==> images/sizing.png <==
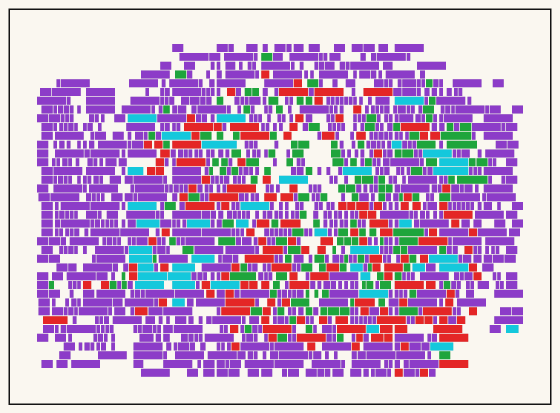
==> images/placed.png <==
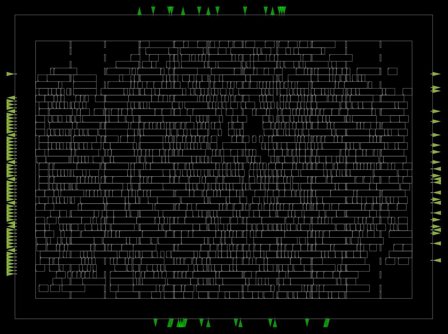
**config.mk**
```make
export PLATFORM = sky130hd
export DESIGN_NAME = ex_mul_sequencer
export DESIGN_NICKNAME = d
export VERILOG_FILES = /design/src/rtl/ex_mul_sequencer.sv
export SDC_FILE = /design/constraint.sdc
export NUM_CORES = 1
export LEC_CHECK = 0
export ABC_AREA = 1
export CORE_ASPECT_RATIO = 0.7
export CORE_MARGIN = 8
export CORE_UTILIZATION = 51
export DETAILED_ROUTE_END_ITERATION = 10
export PLACE_DENSITY = 0.88
export REMOVE_ABC_BUFFERS = 1
export SYNTH_ARGS = -nofsm -noshare
export SYNTH_HDL_FRONTEND = slang
export SYNTH_SLANG_ARGS = --single-unit
```
**constraint.sdc**
```tcl
create_clock -name clk_i -period 1.9 [get_ports clk_i]
set_input_delay 0.19 -clock clk_i [delete_from_list [all_inputs] [get_ports clk_i]]
set_output_delay 0.19 -clock clk_i [all_outputs]
set_load 0.02 [all_outputs]
```
**src/rtl/ex_mul_sequencer.sv**
```systemverilog
// EX-stage multi-cycle MUL sequencer: radix-2 shift-add multiplier that stalls the pipeline until done.
// Optional MUL_EARLY_EXIT_EN: finish RUN as soon as the remaining multiplier bits are all zero.
module ex_mul_sequencer #(
  parameter int unsigned DATA_W   = 32,
  parameter logic [3:0]  MUL_CODE = 4'b1000
) (
  input  logic              clk_i,
  input  logic              rst_i,
  input  logic              valid_i,
  input  logic [3:0]        ALUCtrl_i,
  input  logic [DATA_W-1:0] rs1_data_i,
  input  logic [DATA_W-1:0] rs2_data_i,
  input  logic              flush_i,
  output logic              stall_o,
  output logic              busy_o,
  output logic [DATA_W-1:0] result_o,
  output logic              result_valid_o
);

  localparam int unsigned CNT_W = (DATA_W > 1) ? $clog2(DATA_W) : 1;

  typedef enum logic [1:0] {
    S_IDLE,
    S_RUN,
    S_DONE
  } state_e;

  state_e              state_q,  state_d;
  logic [CNT_W-1:0]    cnt_q,    cnt_d;
  logic [DATA_W-1:0]   acc_q,    acc_d;
  logic [DATA_W-1:0]   mcand_q,  mcand_d;
  logic [DATA_W-1:0]   mplier_q, mplier_d;
  logic [DATA_W-1:0]   result_q, result_d;
  logic                start;
  logic                last;
  logic [DATA_W-1:0]   acc_sum;

  assign start = valid_i & (ALUCtrl_i == MUL_CODE) & ~flush_i;

  always_comb begin
    state_d  = state_q;
    cnt_d    = cnt_q;
    acc_d    = acc_q;
    mcand_d  = mcand_q;
    mplier_d = mplier_q;
    result_d = result_q;
    acc_sum  = mplier_q[0] ? acc_q + mcand_q : acc_q;
`ifdef MUL_EARLY_EXIT_EN
    last     = (cnt_q == CNT_W'(DATA_W - 1)) || ((mplier_q >> 1) == '0);
`else
    last     = (cnt_q == CNT_W'(DATA_W - 1));
`endif
    case (state_q)
      S_IDLE: begin
        if (start) begin
          mcand_d  = rs1_data_i;
          mplier_d = rs2_data_i;
          acc_d    = '0;
          cnt_d    = '0;
          state_d  = S_RUN;
        end
      end
      S_RUN: begin
        acc_d    = acc_sum;
        mcand_d  = mcand_q << 1;
        mplier_d = mplier_q >> 1;
        cnt_d    = cnt_q + CNT_W'(1);
        if (last) begin
          state_d  = S_DONE;
          result_d = acc_sum;
        end
      end
      S_DONE:  state_d = S_IDLE;
      default: state_d = S_IDLE;
    endcase
    // Flush wins over start and completion; the held result is left untouched.
    if (flush_i) begin
      state_d  = S_IDLE;
      result_d = result_q;
    end
  end

  always_ff @(posedge clk_i or negedge rst_i) begin
    if (!rst_i) begin
      state_q  <= S_IDLE;
      cnt_q    <= '0;
      acc_q    <= '0;
      mcand_q  <= '0;
      mplier_q <= '0;
      result_q <= '0;
    end else begin
      state_q  <= state_d;
      cnt_q    <= cnt_d;
      acc_q    <= acc_d;
      mcand_q  <= mcand_d;
      mplier_q <= mplier_d;
      result_q <= result_d;
    end
  end

  assign stall_o        = ((state_q == S_IDLE) & start) | ((state_q == S_RUN) & ~flush_i);
  assign busy_o         = (state_q != S_IDLE);
  assign result_o       = result_q;
  assign result_valid_o = (state_q == S_DONE) & ~flush_i;

endmodule
```
==> results.txt <==
The implementation run finished. Worst-case setup margin in the final layout landed at -0.1542 ns. OpenROAD emitted warnings numbering 27. Number of antenna cells inserted landed at 0. After synthesis, the largest family of logic cells by area is simple AND/OR/NAND/NOR gates. Clock network latency to the later pin of the worst-skew pair landed at roughly 0.43 ns. In this run the worst setup path begins at acc_q[10]$_DFFE_PN0P_.

Before antenna repair, the detailed router went through 8 iterations. Via count of the first global-routing pass landed at around 8500. Sum of internal, switching and leakage power landed at between 0.015 and 0.02 W. Per the post-synthesis report, the number of cells in the design is 1163. In the post-synthesis netlist, the biggest area contributors are dfrtp_1, nand2_1, nand3_1, inv_1, ha_1. End-of-flow core utilization landed at 0.7544. Counting tap cells, the placed design contains a total of 1517 instances. The layout report gives the multi-input gate share of total cell area as 0.4204. The script reports the combined buffer and inverter count of the critical path as 3.

Chip area line of the yosys report landed at around 0.008 mm^2. The cell type that accounts for the most area after synthesis is dfrtp_1. Clock period minus worst slack landed at 2.054 ns. Simple logic cell fraction of the synthesized area landed at 0.3429. Sequential cells consume a total of 0.00448 W. Placement-stage worst setup slack landed at -0.2592 ns. Final critical-path share of the clock period landed at 1.081. Per the TritonCTS log, the buffer count is 17. The worst-case reg-to-reg setup slack stands at -0.15 ns. Counting endpoints that fail hold in the final report gives 0. Per the post-CTS timing run, clock transition at the registers of the reported paths is 0.06 ns. Per report_power, the top consumer among the power groups is combinational logic. Port buffering added 106 buffers. Per the synthesis report, the AND-OR/OR-AND share of the synthesized area is 0.07891.

Maximum achievable frequency landed at 0.4868 GHz. Number of failing setup endpoints in the final timing report landed at 35. Per the CTS log, the buffer count on the longest clock path is 2. The final layout contains approximately 1500 nets. Of the total power, registers draw 0.265. The clock drives around 140 sinks. Across the routed clock network, the largest skew measured is 0.008729 ns. For the worst reg-to-reg path, the endpoint reported by OpenROAD is acc_q[30]$_DFFE_PN0P_. Area taken by flip-flops and latches landed at between 0.003 and 0.004 mm^2. Fraction of power spent switching nets landed at 0.4204. In this run the mean area of a mapped cell was 7.035 um^2. The flow ran to the end, but the final reports show violations.

Per the timing report, the biggest fanout along the worst path comes to 3. Traced cell by cell, the critical path runs through ha_4 > nand2_2 > inv_2 > buf_4 > nand2_2 > inv_2 > a21oi_4 > nand2_4 > nand2_1 > nand2_1 > nand2_1 > nand3_1 > nand3_1 > nand2_1. Broken down by cell family, the worst path's largest delay share belongs to simple AND/OR/NAND/NOR gates. Number of violations of the max-capacitance limit landed at 0. Final worst hold slack landed at 0.2810 ns. Once detail routing completed, the nets flagged for antenna violations numbered 0. The biggest slice of the area belongs to multi-input combinational cells. Wire length per cell after detailed routing landed at 17.39 um. Per the synth stats, the flop cell with the highest instance count is dfrtp_1. Number of enable-type register cells in the synthesized netlist landed at 0. The die is between 150 and 200 um wide. According to the cell report, the number of logic gates is 834. For the pin with the worst max-slew slack, the measured transition is slightly below 0.7 ns. The H-tree was split into 4 levels. Number of standard cells reported by yosys landed at approximately 1200. Power in combinational cells landed at 0.00902 W. Initial antenna violation count landed at 0. Number of ports placed on the die boundary landed at 107. Clock network power landed at 0.00339 W. Final-layout clock buffer total landed at 19. In this run, the synthesized area fraction spent on adder and majority cells is recorded as 0.05291.

The checks that failed: negative setup slack. For this block, the initial DRC count from the detailed router was about 810. The highest supply drop recorded on VDD is 0.0006445 V. Mapped cell area landed at 0.008182 mm^2. Per the cell usage report, the commonest logic cells after layout are nand2_1, inv_1, dfrtp_1, clkdlybuf4s50_1, buf_4. Among logic cells in the layout, the one with the most instances is nand2_1.
## Picture notes: sizing.png
x3 and x4: in red, cells 149, share 11%. x2: in green, cells 147, share 11%. x6 and larger: in cyan, cells 40, share 2.9%. x1 and smaller: in purple, cells 1032, share 75%.
Area growth syn-to-layout: 43.80%
Plain + repair buffers: 215
Layout Cell Area excl Fill: 0.01177 mm^2
PnR worst setup slack: -0.1542 ns

## Picture notes: placed.png
sequential cell count: 135
fraction of standard cell area that is sequential: 0.2876
floorplan row count: 38
tapcells inserted: 200

## routing by layer
metal / vias to the layer above / GRT usage / wire, um / share of wire
met5: - / 0 / 0 / 0
met4: 0 / 0.07782 / 600 / 0.022
met3: 60 / 0.07563 / 2734 / 0.10
met2: 453 / 0.4083 / 12430 / 0.46
met1: 4073 / 0.3355 / 11510 / 0.42
li1: 4072 / - / - / -
## what timing repair did
item	4_1_cts	5_1_grt
resized	104	114
setup buffers	8	11
hold buffers	1	0
hold endpoints to repair	47	0
pin swaps	31	32
endpoints found under the setup margin	58	57
## cells by family after synthesis
kind of cell,after synthesis
and+or+nand+nor,682
AOI/OAI and AO/OA,101
adders and majority gates,34
xor gates and xnor gates,17
buffers and inverters,194
DFF,135
## sequential cells by signal (all words and copies together) (netlist names)
register  count
state_q       2
mplier_q     32
acc_q        32
mcand_q      32
cnt_q         5
result_o     32
## worst reg2reg max path: stages, from the launching register on
cell	delay (ns)
dfrtp_1	0.42
ha_4	0.29
nand2_2	0.11
inv_2	0.07
buf_4	0.13
nand2_2	0.09
inv_2	0.07
a21oi_4	0.16
nand2_4	0.09
nand2_1	0.10
nand2_1	0.08
nand2_1	0.08
nand3_1	0.10
nand3_1	0.10
nand2_1	0.05
## cells in the mapped netlist, types with 5 or more instances
cell type and n:
a221oi_1 8, clkbuf_1 18, buf_2 12, nor3_1 13, or2_2 15, nor2_1 45, xnor2_1 9, o22ai_1 8
ha_1 33, dfrtp_1 135, nand2_1 477, o211ai_1 5, a21oi_1 19, o21ai_0 29, inv_1 151, buf_1 6
xor2_1 8, nand3_1 123, a22oi_1 23
Power and IR drop assume default switching activity.
